## src/rtl/sr_latch_driver_if.sv

```systemverilog
// Command handshake and latch strobe/readback bundle for sr_latch_driver.
// The slave modport is the driver. The master modport is its environment:
// the controller that issues commands and the external latch that returns
// Q/Q_bar.
interface sr_latch_driver_if;
  logic cmd_valid;
  logic cmd_set;
  logic cmd_ready;
  logic S_bar;
  logic R_bar;
  logic q_in;
  logic q_bar_in;
  logic done;
  logic err;
  logic busy;

  modport master (
    output cmd_valid, cmd_set, q_in, q_bar_in,
    input  cmd_ready, S_bar, R_bar, done, err, busy
  );

  modport slave (
    input  cmd_valid, cmd_set, q_in, q_bar_in,
    output cmd_ready, S_bar, R_bar, done, err, busy
  );
endinterface

```

## src/rtl/sr_latch_driver.sv

```systemverilog
// sr_latch_driver: drives the active-low S_bar/R_bar inputs of an external
// NAND SR latch. For each accepted command it pulses exactly one strobe low,
// waits for the latch to settle, then reads Q/Q_bar back and reports done/err.
// The strobe next-values are derived from a single command bit, so the
// forbidden S_bar=R_bar=0 input cannot be produced.
// Optional feature macro: SR_SKIP_REDUNDANT_EN. When it is defined, a command
// whose target state is already held by the latch skips the pulse and settle
// phases and goes straight to readback.
module sr_latch_driver #(
  parameter int unsigned PULSE_CYCLES  = 4,
  parameter int unsigned SETTLE_CYCLES = 2,
  parameter int unsigned CNT_W         = 8
) (
  input  logic               clk,
  input  logic               rst_n,
  sr_latch_driver_if.slave   bus
);

  typedef enum logic [1:0] {IDLE, PULSE, SETTLE, CHECK} state_t;

  // Each interval counts down from N-1 to 0. The transition happens at the
  // edge where the counter reads 0, which is exactly N edges after the load.
  localparam logic [CNT_W-1:0] PULSE_LOAD  = CNT_W'(PULSE_CYCLES - 1);
  localparam logic [CNT_W-1:0] SETTLE_LOAD = CNT_W'(SETTLE_CYCLES - 1);

  state_t           state_q, state_d;
  logic [CNT_W-1:0] cnt_q, cnt_d;
  logic             cmd_q, cmd_d;
  logic             s_bar_q, s_bar_d;
  logic             r_bar_q, r_bar_d;
  logic             ready_q, ready_d;
  logic             done_q, done_d;
  logic             err_q, err_d;
  logic             busy_q, busy_d;

  logic accept;
  logic skip;
  logic cnt_zero;
  logic readback_bad;

  assign accept   = bus.cmd_valid && ready_q;
  assign cnt_zero = (cnt_q == '0);
  // An invalid latch state (q_in == q_bar_in) always fails one of the two
  // terms, so it is always flagged.
  assign readback_bad = (bus.q_in != cmd_q) || (bus.q_bar_in != ~cmd_q);

`ifdef SR_SKIP_REDUNDANT_EN
  // The latch already holds the requested value, so no strobe is needed.
  assign skip = (bus.q_in == bus.cmd_set) && (bus.q_bar_in == ~bus.cmd_set);
`else
  assign skip = 1'b0;
`endif

  // State register and registered outputs.
  // NOTE: the strobes reset high asynchronously, so the latch sees no set or
  // reset while rst_n is low, even in the middle of a pulse.
  always_ff @(posedge clk or negedge rst_n) begin
    if (!rst_n) begin
      state_q <= IDLE;
      cnt_q   <= '0;
      cmd_q   <= 1'b0;
      s_bar_q <= 1'b1;
      r_bar_q <= 1'b1;
      ready_q <= 1'b0;
      done_q  <= 1'b0;
      err_q   <= 1'b0;
      busy_q  <= 1'b0;
    end else begin
      // NOTE: all state uses non-blocking assignment, so every register
      // samples values from before the edge.
      state_q <= state_d;
      cnt_q   <= cnt_d;
      cmd_q   <= cmd_d;
      s_bar_q <= s_bar_d;
      r_bar_q <= r_bar_d;
      ready_q <= ready_d;
      done_q  <= done_d;
      err_q   <= err_d;
      busy_q  <= busy_d;
    end
  end

  // Next-state logic: IDLE -> PULSE -> SETTLE -> CHECK -> IDLE.
  always_comb begin
    state_d = state_q;
    case (state_q)
      IDLE:    if (accept) state_d = skip ? CHECK : PULSE;
      PULSE:   if (cnt_zero) state_d = SETTLE;
      SETTLE:  if (cnt_zero) state_d = CHECK;
      CHECK:   state_d = IDLE;
      default: state_d = IDLE;
    endcase
  end

  // Next values of the registered outputs, the counter and the command bit.
  always_comb begin
    // NOTE: every signal gets a default before the case statement; a branch
    // that missed an assignment would otherwise infer a latch.
    cnt_d   = cnt_q;
    cmd_d   = cmd_q;
    s_bar_d = 1'b1;
    r_bar_d = 1'b1;
    ready_d = ready_q;
    done_d  = 1'b0;
    err_d   = err_q;
    busy_d  = busy_q;
    case (state_q)
      IDLE: begin
        ready_d = 1'b1;
        if (accept) begin
          cmd_d   = bus.cmd_set;
          err_d   = 1'b0;
          busy_d  = 1'b1;
          ready_d = 1'b0;
          if (!skip) begin
            s_bar_d = ~bus.cmd_set;
            r_bar_d = bus.cmd_set;
            cnt_d   = PULSE_LOAD;
          end
        end
      end
      PULSE: begin
        if (cnt_zero) begin
          cnt_d = SETTLE_LOAD;
        end else begin
          cnt_d   = cnt_q - 1'b1;
          s_bar_d = ~cmd_q;
          r_bar_d = cmd_q;
        end
      end
      SETTLE: begin
        if (!cnt_zero) cnt_d = cnt_q - 1'b1;
      end
      CHECK: begin
        done_d  = 1'b1;
        err_d   = readback_bad;
        busy_d  = 1'b0;
        ready_d = 1'b1;
      end
      default: ;
    endcase
  end

  assign bus.S_bar     = s_bar_q;
  assign bus.R_bar     = r_bar_q;
  assign bus.cmd_ready = ready_q;
  assign bus.done      = done_q;
  assign bus.err       = err_q;
  assign bus.busy      = busy_q;

endmodule

```

## src/flat_wrapper.sv

```systemverilog
// flat-port wrapper written by rule: the top's interface ports become plain ports
module sr_latch_driver_flat 
#(
  parameter int unsigned PULSE_CYCLES  = 4,
  parameter int unsigned SETTLE_CYCLES = 2,
  parameter int unsigned CNT_W         = 8
)
  (clk, rst_n, bus_cmd_valid, bus_cmd_set, bus_q_in, bus_q_bar_in, bus_cmd_ready, bus_S_bar, bus_R_bar, bus_done, bus_err, bus_busy);
  sr_latch_driver_if bus_i ();
  input  logic clk;
  input  logic rst_n;
  input wire logic [$bits(bus_i.cmd_valid)-1:0] bus_cmd_valid;
  input wire logic [$bits(bus_i.cmd_set)-1:0] bus_cmd_set;
  input wire logic [$bits(bus_i.q_in)-1:0] bus_q_in;
  input wire logic [$bits(bus_i.q_bar_in)-1:0] bus_q_bar_in;
  output wire logic [$bits(bus_i.cmd_ready)-1:0] bus_cmd_ready;
  output wire logic [$bits(bus_i.S_bar)-1:0] bus_S_bar;
  output wire logic [$bits(bus_i.R_bar)-1:0] bus_R_bar;
  output wire logic [$bits(bus_i.done)-1:0] bus_done;
  output wire logic [$bits(bus_i.err)-1:0] bus_err;
  output wire logic [$bits(bus_i.busy)-1:0] bus_busy;
  assign bus_i.cmd_valid = bus_cmd_valid;
  assign bus_i.cmd_set = bus_cmd_set;
  assign bus_i.q_in = bus_q_in;
  assign bus_i.q_bar_in = bus_q_bar_in;
  assign bus_cmd_ready = bus_i.cmd_ready;
  assign bus_S_bar = bus_i.S_bar;
  assign bus_R_bar = bus_i.R_bar;
  assign bus_done = bus_i.done;
  assign bus_err = bus_i.err;
  assign bus_busy = bus_i.busy;
  sr_latch_driver #(.PULSE_CYCLES(PULSE_CYCLES), .SETTLE_CYCLES(SETTLE_CYCLES), .CNT_W(CNT_W)) u_core (.clk(clk), .rst_n(rst_n), .bus(bus_i));
endmodule
```

## config.mk

```make
export PLATFORM = sky130hd
export DESIGN_NAME = sr_latch_driver_flat
export DESIGN_NICKNAME = d
export VERILOG_FILES = /design/src/rtl/sr_latch_driver_if.sv /design/src/rtl/sr_latch_driver.sv /design/src/flat_wrapper.sv
export SDC_FILE = /design/constraint.sdc
export NUM_CORES = 1
export LEC_CHECK = 0
export ABC_AREA = 1
export CORE_ASPECT_RATIO = 1.1
export CORE_UTILIZATION = 40
export CTS_CLUSTER_SIZE = 10
export DETAILED_ROUTE_END_ITERATION = 8
export DONT_BUFFER_PORTS = 1
export SYNTH_ARGS = -nofsm -noshare
export SYNTH_HDL_FRONTEND = slang
export SYNTH_SLANG_ARGS = --single-unit
```

## constraint.sdc

```tcl
create_clock -name clk -period 3.4 [get_ports clk]
set_input_delay 0.68 -clock clk [delete_from_list [all_inputs] [get_ports clk]]
set_output_delay 0.68 -clock clk [all_outputs]
set_load 0.02 [all_outputs]
```

==> results.txt, run 1 <==
Physical design

The ratio of total power to cell area stands at 1082 nW/um2. The count of max-cap constraint violations stands at 0. The wire-length estimate of the detail-placed layout is 1604 um. The slowest stage of the critical path is the dfrtp_1 cell. The number of standard cells after synthesis stands at 141. The source-to-sink clock delay at the later pin of the worst-skew pair stands at 0.29 ns. The CTS report gives the tree buffer count as 3. The worst slew margin relative to its limit stands at 0.8286. The cell row count stands at 19. The net count after synthesis is 153. The gate-level netlist out of Yosys references 22 unique cell types. The chip area from the yosys synthesis statistics stands at 1057 um2. The final antenna diode tally reported by the flow is 0. Post-route period utilization is reported as 0.4918. The number of hold buffers added after CTS was 0.

STA classifies the critical path endpoint as a flip-flop. Looking at the max-slew report, the worst-margin pin has a slew of 0.2572 ns. The worst setup path is of the flip-flop to flip-flop kind. Of the total power, registers draw 0.344.

The cell area after layout stands at 1092 um2. STA classifies the critical path startpoint as a flip-flop. Adding up every negative setup slack in the final design gives 0 ns.

The total leakage power stands at 0.5744 nW. TritonCTS built the clock tree. The run finished with clean final reports. The post-CTS repair timing setup buffer count stands at 0. The synthesized cell area stands at 1057 um2. The post-placement cell area is 1065 um2.

The number of hold-slack violations in the final timing report stands at 0. The count of instances resized after the clock tree is built stands at 0. The share of power burned in the clock network stands at 0.091. The share of layout cells above drive strength 1 stands at 0.1119. In the final report, the number of endpoints failing setup comes to 0. The data arrival time reported for the critical path is 1.86 ns. Per the cell usage report, the commonest logic cells after layout are 38 x nand2_1, 19 x inv_1, 19 x nor2_1, 15 x dfrtp_1, 11 x nand3_1.

The post-layout minimum cycle time stands at 1.672 ns. The number of top-level pins stands at 12. The library cell used most frequently in the layout, excluding fill and tap cells, is nand2_1. The synthesized design contains 17 register bits.

Setup repair after global routing left no endpoint under its margin. The global router reports that the layer with the highest usage is met2. The timing report gives the biggest stage delay along the critical path as 0.38 ns. The highest supply drop recorded on VDD is 0.0005681 V. The largest net degree at the start of global routing stands at 18.

The first global-routing pass estimated 3601 um of wire. The routed length per placed instance stands at 11.82 um. The count of input and output buffers stands at 0.

The CTS log lists the clock sinks for this run as 17. The total area inside the core boundary comes to 2496 um2. The count of yosys warnings during synthesis stands at 0. The fraction of power spent switching nets stands at 0.5211. The number of DRC markers in iteration 0 stands at 19. The last weighted congestion value of the routability-driven placer stands at 0.8262. The pre-placement core utilization stands at 0.4236. For this design the total switching power over the nets is 0.6159 mW. The number of antenna violations at the first check in global routing stands at 0.

The final tally of max-slew violations stands at 0. The share of total power dissipated in combinational logic is 0.565. The routed layout reports a DRC error count of 0. The OpenROAD report gives the critical path a required time of 3.59 ns. In the final layout, flip-flops and latches occupy 427.9 um2.

The post-synthesis cell count from yosys stands at 141.
[run 1: metrics by stage]
step	util	total power, mW	hold WS [ns]	setup WS [ns]	cells
final	0.4376	1.182	0.06610	1.728	174
after global routing	0.4376	1.301	0.05085	1.589	174
after CTS	0.4376	1.189	0.06026	1.724	174
after detailed placement	0.4266	1.079	0.3846	1.743	170
after global placement	0.4266	1.063	0.3847	1.787	170
after floorplan	-	0.9878	0.3844	2.009	141
[run 1: worst max-delay path: cells and delay by family, from the launching register on]
family	cells	cell delay [ns]
DFF	1	0.38
and+or+nand+nor	5	0.72
buffers and inverters	2	0.22
adders and majority gates	1	0.20
AOI/OAI and AO/OA	1	0.04
[run 1: cell usage after synthesis (all sizes together)]
cell type | instances | area share
a21oi | 2 | 0.020
buf | 2 | 0.030
dfrtp | 15 | 0.36
dfstp | 2 | 0.050
ha | 6 | 0.071
inv | 22 | 0.078
nand2 | 42 | 0.16
nand3 | 12 | 0.062
nand4 | 5 | 0.030
nor2 | 20 | 0.073
o211ai | 2 | 0.014
o21a | 1 | 0.0071
o21ai | 8 | 0.038
o22ai | 1 | 0.0059
xor2 | 1 | 0.0083
[run 1: final timing paths]
path                       slack (ns)  cells after the start                         from                       endpoint
max                              1.73                      9  u_core.cnt_q[0]$_DFFE_PN0P_    u_core.cnt_q[1]$_DFFE_PN0P_
min                              0.07                      0                        rst_n  u_core.state_q[0]$_DFFE_PN0P_
max reg2reg                      1.73                      9  u_core.cnt_q[0]$_DFFE_PN0P_    u_core.cnt_q[1]$_DFFE_PN0P_
min reg2reg                      0.50                      1     u_core.cmd_q$_DFFE_PN0P_     u_core.bus.S_bar$_DFF_PN1_
max in group asynchronous        3.16                      0                        rst_n     u_core.bus.R_bar$_DFF_PN1_
min in group clk                 0.50                      1     u_core.cmd_q$_DFFE_PN0P_     u_core.bus.S_bar$_DFF_PN1_
[run 1: kinds of logic (layout without fill, tap and decap cells)]
logic type | after synthesis | after routing | synth area share
buffers and inverters | 24 | 26 | 0.1077
flip-flops | 17 | 17 | 0.4047
AND/OR/NAND/NOR | 79 | 79 | 0.3231
XOR/XNOR | 1 | 1 | 0.008286
adder cells (fa/ha/maj) | 6 | 6 | 0.07100
AND-OR/OR-AND | 14 | 14 | 0.08520
[run 1: cell type report]
class	instances	area share
Inverter	22	0.07560
Multi-Input combinational cell	100	0.4719
Tap cell	31	0.03551
Clock buffer	3	0.02062
Sequential cell	17	0.3918
Clock inverter	1	0.004582
[run 1: registers in the layout, summed over array words and instances, names as in the netlist]
name / cells
u_core.cnt_q: 8
u_core.bus.done: 1
u_core.cmd_q: 1
u_core.bus.cmd_ready: 1
u_core.bus.err: 1
u_core.bus.S_bar: 1
u_core.bus.busy: 1
u_core.bus.R_bar: 1
u_core.state_q: 2
[run 1: layer usage]
metal	wire [um]	vias to the layer above
li1	-	446
met1	901	384
met2	1058	9
met3	53	4
met4	43	0
met5	0	-
[run 1: power groups by stage]
stage	Combinational (mW)	Sequential [mW]	Clock [mW]
after detailed placement	0.668	0.411	0
after floorplan	0.599	0.389	0
after global placement	0.655	0.408	0
after global routing	0.766	0.420	0.116
after CTS	0.671	0.408	0.110
final	0.668	0.407	0.107
Run 1, metal 1:
Scale bar: 20 um.
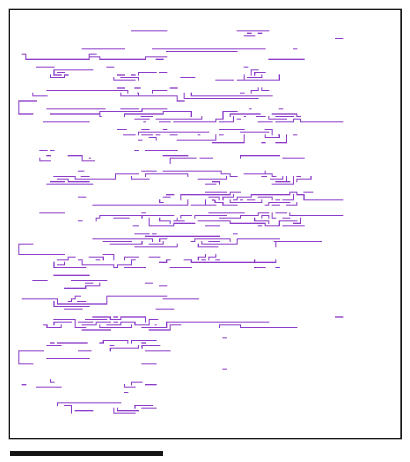
main direction: horizontal
share of all routed wire: 44%
wire length on this layer: 902 um
longest straight run: 14.7 um
global-route track usage on met1: 0.1947
Vias: 843

Run 1, met2 routing:
Scale bar: 20 um.
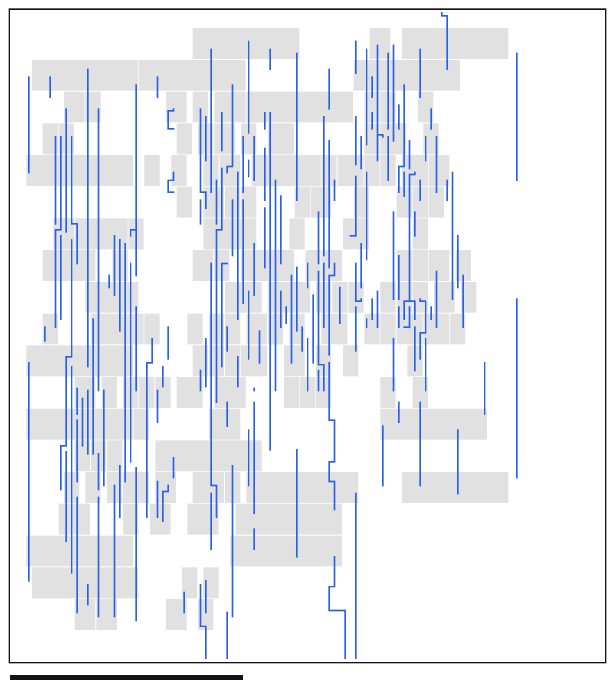
nets with wire on the layer: 118
longest straight run: 28.9 um
share of all routed wire: 51%
total wire length after detailed routing: 2057 um
met2 Usage GRT: 0.2914

Run 1, metal 3:
Scale bar: 20 um.
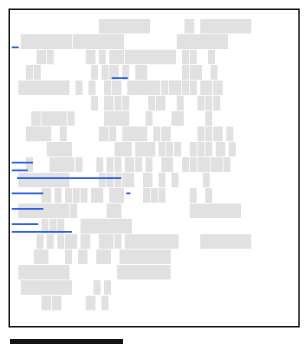
nets with wire on the layer: 8
share of all routed wire: 2.6%
wire length on this layer: 53.1 um
longest straight run: 18.2 um
met3 track demand over resource: 0.02186

==> run 1 -> run 2 <==
- clock period: 3.4 -> 1.42 ns (I/O delays scaled with it)
Run 2, routing congestion map:
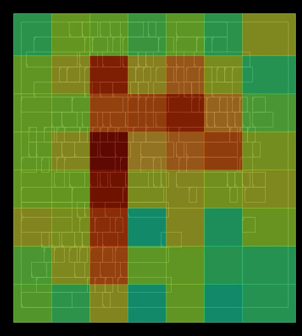
final design utilization: 0.5749
highest-utilization routing layer at the global route stage: met2
met2 Usage GRT: 0.3496
global-route track usage on met1: 0.2442
met3 track demand over resource: 0.04098

==> run 2 against run 1 <==
  * The flow now finishes with violations (negative setup slack)
  * Count of clock-buffer cells in the layout grew 1
  * Register-to-register slack lost 1.8 ns
  * Non-clock buffer count grew 22
  * Flip-flop count is the same
  * Combinational power grew to 4.0 times the previous value
  * Synthesized area is the same
  * Design area grew 31%
  * Cell count grew 13%
  * Worst setup slack lost 1.8 ns
  * Fmax grew 14%
==> results.txt, run 2 <==
Physical design

The flip-flop and latch area stands at 427.9 um2. The number of DRC markers in iteration 0 stands at 31. On the worst path, the slowest cell contributes a delay of 0.43 ns. STA classifies the critical path endpoint as a flip-flop.

The final worst slack stands at -0.04721 ns. In this run the critical register-to-register path is launched from u_core.state_q[1]$_DFFE_PN0P_. The worst setup path is launched from a flip-flop. The post-layout minimum cycle time stands at 1.467 ns. Looking at the setup timing report, the critical path kind is flip-flop to flip-flop. The worst slew margin relative to its limit stands at 0.4603. The largest individual stage delay along the critical path comes from the cell dfrtp_1.

The instance area at placement stands at 1210 um2. The cell area that synthesis handed to floorplanning was 1057 um2. The global-route total usage across every layer stands at 0.2110.

The post-synthesis cell count from yosys stands at 141. The share of layout cells above drive strength 1 stands at 0.3636. The final critical-path share of the clock period stands at 1.033. The number of nets handed over by synthesis was 153. The routed length per placed instance stands at 13.58 um.

TritonCTS built the clock tree. In this run, synthesis inferred 0 flip-flops with an integrated enable. The first global-routing pass estimated 4409 um of wire. The analysis attributes to net switching a power of 1.907 mW. nand2_1 is the most common cell in the netlist. In this run the core area contains 19 standard-cell rows. The kind of cell with the highest combined delay along the critical path is simple AND/OR/NAND/NOR gates. The register with the most flip-flops in the layout has 8 of them. The worst reg-to-reg setup slack stands at -0.05 ns. The post-layout total power stands at 3.901 mW. For the worst reg-to-reg path, the endpoint reported by OpenROAD is u_core.cnt_q[5]$_DFFE_PN0P_. The switching portion of total power comes to 0.4887. The largest register by flop count is u_core.cnt_q. Setup repair after global routing could not meet its margin everywhere. The count of max-cap constraint violations stands at 0. The number of top-level pins stands at 12. The worst hold path passes through 2 cells.

Entering global routing, the biggest net connects 18 pins. The ratio of total power to cell area stands at 2718 nW/um2. The largest registers in the layout are u_core.cnt_q (8), u_core.state_q (2). The cell area after layout stands at 1435 um2. The CTS report gives the tree buffer count as 3.

Yosys printed 0 warnings. The checks that failed: negative setup slack. The share of synthesized area in the top cell type comes to 0.3550. Per the synth log, the flip-flop and latch total comes to 17. Hold analysis lists the worst path endpoint as u_core.cmd_q$_DFFE_PN0P_. The worst VDD IR drop from the latest analysis is 0.001638 V. By area the synthesized netlist is led by dfrtp_1 36%, nand2_1 13%, ha_1 7.1%. The worst hold path begins at bus_cmd_set. Logic depth along the worst register-to-register path is recorded as 11. The number of antenna violations at the first check in global routing stands at 0. The total leakage power stands at 0.7046 nW. The actual transition at the worst max-transition pin stands at 0.8069 ns. By count the netlist is led by 38 x nand2_1, 19 x inv_1, 19 x nor2_1, 15 x dfrtp_1, 11 x nand3_1. Per the synth stats, the flop cell with the highest instance count is dfrtp_1. The clock tree has to reach 17 sinks. STA puts the critical path data required time at 1.61 ns. The biggest area contributor in the post-synthesis netlist is dfrtp_1.

The pre-placement core utilization stands at 0.4236. The flow ran to the end, but the final reports show violations. The post-synthesis async set-or-reset flop share stands at 1.000. After detailed routing, the number of remaining DRC violations is 0. The repair_antennas step left the layout with diodes totalling 0. The library cells used most frequently in the layout, excluding fill and tap cells, are 33 x nand2_1, 18 x buf_4, 15 x nor2_1, 15 x dfrtp_1, 14 x inv_1. The count of input and output buffers stands at 0. The register share of total power stands at 0.243.

The arrival time of data at the worst endpoint is listed as 1.66 ns. The power report attributes to the combinational group a share of 0.689. The share of power burned in the clock network stands at 0.068. After synthesis, the netlist uses 22 different library cells. The synthesized netlist has a Yosys-reported chip area of 1057 um2.

The setup-violating endpoint count in the final report stands at 5. The source-to-sink clock delay at the later pin of the worst-skew pair stands at 0.29 ns. The synthesized instance count is 141. At the end of routability-driven placement, the weighted congestion stood at 0.8003. The floorplan step defined a core boundary enclosing 2496 um2.
Run 2, metal 1:
Scale bar: 20 um.
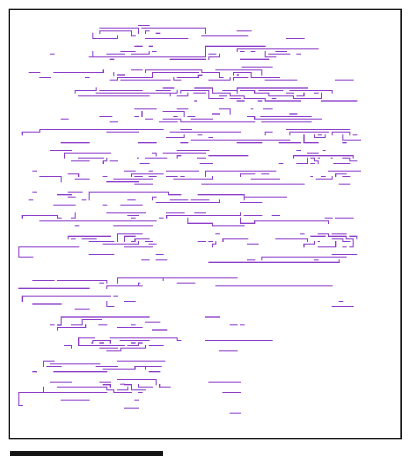
Vias: 1044
total wire length after detailed routing: 2662 um

[run 2: layer usage]
| metal | share of wire | wire [um] | vias to the layer above |
|---|---|---|---|
| met1 | 0.41 | 1087 | 514 |
| met2 | 0.52 | 1393 | 26 |
| met4 | 0.033 | 89 | 0 |
| met3 | 0.034 | 91 | 11 |
| met5 | 0 | 0 | - |
| li1 | - | - | 493 |
[run 2: worst max-delay path by stage]
stage                                             start                          end  slack (ns)  depth (start not counted)
after floorplan           u_core.state_q[0]$_DFFE_PN0P_  u_core.cnt_q[6]$_DFFE_PN0P_        0.04                         11
after global placement    u_core.state_q[0]$_DFFE_PN0P_  u_core.cnt_q[1]$_DFFE_PN0P_       -0.04                         10
after detailed placement    u_core.cnt_q[1]$_DFFE_PN0P_  u_core.cnt_q[1]$_DFFE_PN0P_       -0.12                          9
after CTS                   u_core.cnt_q[1]$_DFFE_PN0P_  u_core.cnt_q[7]$_DFFE_PN0P_       -0.05                         10
after global routing      u_core.state_q[1]$_DFFE_PN0P_  u_core.cnt_q[6]$_DFFE_PN0P_       -0.14                         11
final                     u_core.state_q[1]$_DFFE_PN0P_  u_core.cnt_q[5]$_DFFE_PN0P_       -0.05                         11
[run 2: power groups by stage]
stage	Clock, mW	Combinational, mW	Sequential (mW)
2_1_floorplan	0	1.43	0.931
3_3_place_gp	0	2.06	0.928
3_5_place_dp	0	2.10	0.934
4_1_cts	0.269	2.36	0.932
5_1_grt	0.290	2.94	0.970
6_report	0.266	2.69	0.948
[run 2: stage by stage]
step / worst slack, ns / TNS (ns) / cells / util
6_report: -0.04721 / -0.1836 / 196 / 0.5749
5_1_grt: -0.1432 / -0.8249 / 196 / 0.5749
4_1_cts: -0.05336 / -0.2496 / 195 / 0.5404
3_5_place_dp: -0.1157 / -0.7095 / 186 / 0.4847
3_3_place_gp: -0.03620 / -0.1251 / 186 / 0.4847
2_1_floorplan: 0.03649 / 0 / 141 / -
[run 2: kinds of logic (layout without fill, tap and decap cells)]
logic type                 count (synthesis)  after routing  synth area share
xor gates and xnor gates                   1              1          0.008286
adders and majority gates                  6              6           0.07100
buffers and inverters                     24             48            0.1077
DFF                                       17             17            0.4047
and+or+nand+nor                           79             79            0.3231
AOI/OAI and AO/OA                         14             14           0.08520
[run 2: area by class of cell]
type                            count  share of cell area
Timing Repair Buffer               22              0.1482
Inverter                           22             0.05928
Clock buffer                        4             0.01831
Multi-Input combinational cell    100              0.4490
Tap cell                           31             0.02703
Sequential cell                    17              0.2982
[run 2: repair_timing]
item / CTS / global route
endpoints found under the setup margin: 10 / 13
resized: 14 / 22
hold buffers: 1 / 0
pin swaps: 7 / 10
setup buffers: 3 / 1
gates cloned: 1 / 0
endpoints found under the hold margin: 17 / 0
==> run 2 -> run 3 <==
- CELL_PAD_IN_SITES_DETAIL_PLACEMENT: not set -> 1
- CELL_PAD_IN_SITES_GLOBAL_PLACEMENT: not set -> 1
- CTS_CLUSTER_SIZE: 10 -> not set
- HOLD_SLACK_MARGIN: not set -> 0.02
- PLACE_DENSITY_LB_ADDON: not set -> 0.1
Run 3, routing congestion map:
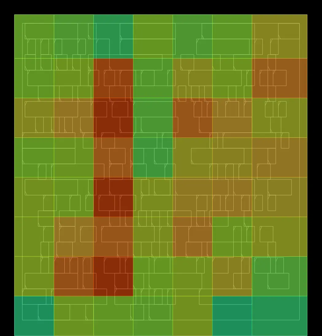
WL/cell: 14.97 um
global-route track usage on met1: 0.2339
met3 track demand over resource: 0.01913
met2 Usage GRT: 0.4173

==> run 3 against run 2 <==
  * The run still ends with negative setup slack left
  * Combinational power is 8.6% higher
  * Flip-flop count did not move
  * Total power up 6.3%
  * Design area is 1.7% higher
  * Clock power is 2% higher
  * Via count decreased by 6.5%
  * Fmax decreased by 0.43%
  * Synthesized area did not move
  * Cell count unchanged
  * Critical path type unchanged
  * Critical endpoint unchanged
  * Largest power group unchanged
==> results.txt, run 3 <==
Physical design

In this run the tightest slew margin relative to its limit is 0.4508. The worst setup path is launched from a flip-flop. The sum of negative setup slack stands at -0.2190 ns. The setup-violating endpoint count in the final report stands at 5.

The run finished, with violations left. Per the summary, power density relative to cell area is 2841 nW/um2. STA classifies the critical path endpoint as a flip-flop. The post-layout minimum cycle time stands at 1.474 ns.

The source-to-sink clock delay at the later pin of the worst-skew pair stands at 0.30 ns. The post-synthesis cell count from yosys stands at 141. The distinct cell type count after synthesis stands at 22. Yosys reports a chip area of 1057 um2. The routed layout has 976 vias. The final reports fail on negative setup slack. At the pin with the least slew margin, the transition time is 0.8210 ns.

The number of nets produced by synthesis stands at 153. By count the netlist is led by 38 x nand2_1, 19 x inv_1, 19 x nor2_1, 15 x dfrtp_1, 11 x nand3_1. The most common logic cell in the final layout is nand2_1. The wire-length estimate of the detail-placed layout is 2109 um. Among the non-sequential cells, simple AND/OR/NAND/NOR gates take the most area. The post-synthesis async set-or-reset flop share stands at 1.000. dfrtp_1 takes more of the synthesized area than any other cell. The final power report lists total power as 4.148 mW. In this run the most used layer during global routing was met2. The synthesized-area fraction occupied by and/or/nand/nor cells stands at 0.3231. The critical path endpoint has a required time of 1.61 ns. The post-synthesis xor/xnor area fraction stands at 0.008284. The synthesis report names the predominant flop master as dfrtp_1.

Of the post-synthesis cell area, the dominant cell type holds 0.3550. The register bit count reported by yosys stands at 17. The worst vdd rail ir drop stands at 0.002246 V. Setup repair after global routing could not meet its margin everywhere. The cell count after synthesis came out at 141.

Per the placement log, port buffering inserted 0 buffers. Across all setup checks in the final design, the least slack found is -0.05353 ns. The number of hold-slack violations in the final timing report stands at 0.

For reference, the most critical setup path is categorized as flip-flop to flip-flop.
Run 3, placement density heat map:
The die is cut into 10 by 11 equal tiles; white is low, dark blue is high, 0 to 100% covered.
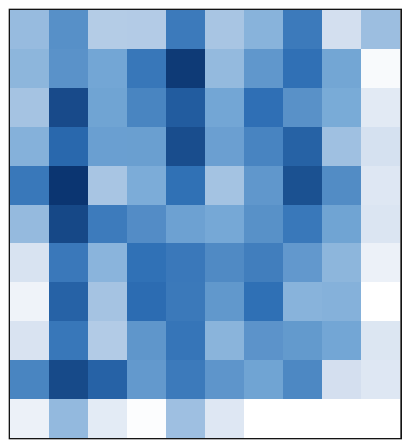
emptiest ninth of the die: lower right
fullest tile: 98%
mean over tiles: 50%
nearly empty tiles: 5.5%
tiles over 75% full: 12%
CORE AREA: 2496 um2
fraction of the core area occupied by cells at floorplan: 0.4236
final design utilization: 0.5850

[run 3: netlist changes by cell type in the layout (fill, tap and decap cells not counted), sizes merged]
cell    previous run  this run
buf               21        20
clkinv             0         1
[run 3: critical path, cell delays in order, from the launching register on]
cell,delay (ns)
dfrtp_1,0.40
inv_2,0.08
ha_4,0.14
nand2_4,0.05
nor2_4,0.15
nand2_2,0.08
nand2_2,0.11
nand2_2,0.08
a21oi_4,0.19
nor2_1,0.07
[run 3: layout make-up]
type,instances,share of cell area
Tap cell,31,0.02656
Multi-Input combinational cell,100,0.4507
Inverter,22,0.06341
Clock inverter,1,0.003428
Timing Repair Buffer,22,0.1465
Sequential cell,17,0.2939
Clock buffer,3,0.01542
[run 3: worst paths after layout]
path,start,to,slack (ns)
worst max-delay path,u_core.cnt_q[1]$_DFFE_PN0P_,u_core.cnt_q[5]$_DFFE_PN0P_,-0.05
worst min-delay path,bus_cmd_set,u_core.cmd_q$_DFFE_PN0P_,0.14
max in group asynchronous,rst_n,u_core.state_q[1]$_DFFE_PN0P_,0.35
worst max register to register,u_core.cnt_q[1]$_DFFE_PN0P_,u_core.cnt_q[5]$_DFFE_PN0P_,-0.05
min in group asynchronous,rst_n,u_core.cnt_q[2]$_DFFE_PN0P_,0.52
worst min register to register,u_core.cmd_q$_DFFE_PN0P_,u_core.bus.S_bar$_DFF_PN1_,0.53
[run 3: what timing repair did]
| item | CTS | global route |
|---|---|---|
| setup endpoints to repair | 11 | 14 |
| pin swaps | 9 | 17 |
| gates cloned | 0 | 1 |
| setup buffers | 3 | 1 |
| endpoints found under the hold margin | 17 | 0 |
| resized | 17 | 28 |
| hold buffers | 1 | 0 |
[run 3: logic make-up (layout without fill, tap and decap cells)]
kind of cell | after synthesis | count (layout)
adder cells (fa/ha/maj) | 6 | 6
flip-flops | 17 | 17
XOR/XNOR | 1 | 1
AND/OR/NAND/NOR | 79 | 79
AND-OR/OR-AND | 14 | 14
buffers and inverters | 24 | 48
[run 3: through the flow]
stage               hold slack [ns]  setup WS [ns]  cells
global placement           -0.01100       -0.05651    186
floorplan                  -0.01159        0.03649    141
finish                       0.1404       -0.05353    196
global route                 0.1428        -0.1467    196
CTS                          0.1278       -0.03471    194
detailed placement         -0.01105       -0.08251    186
[run 3: power breakdown]
part / total [mW] / switching (mW) / internal [mW]
Clock: 0.271 / 0.166 / 0.105
Combinational: 2.92 / 1.62 / 1.29
Sequential: 0.962 / 0.244 / 0.718
[run 3: layer usage]
metal,part of all wire,up-vias
li1,-,491
met1,0.38,473
met2,0.59,8
met3,0.016,4
met4,0.012,0
met5,0,-
Power figures rest on the tool's default switching activity, not on a simulated workload.
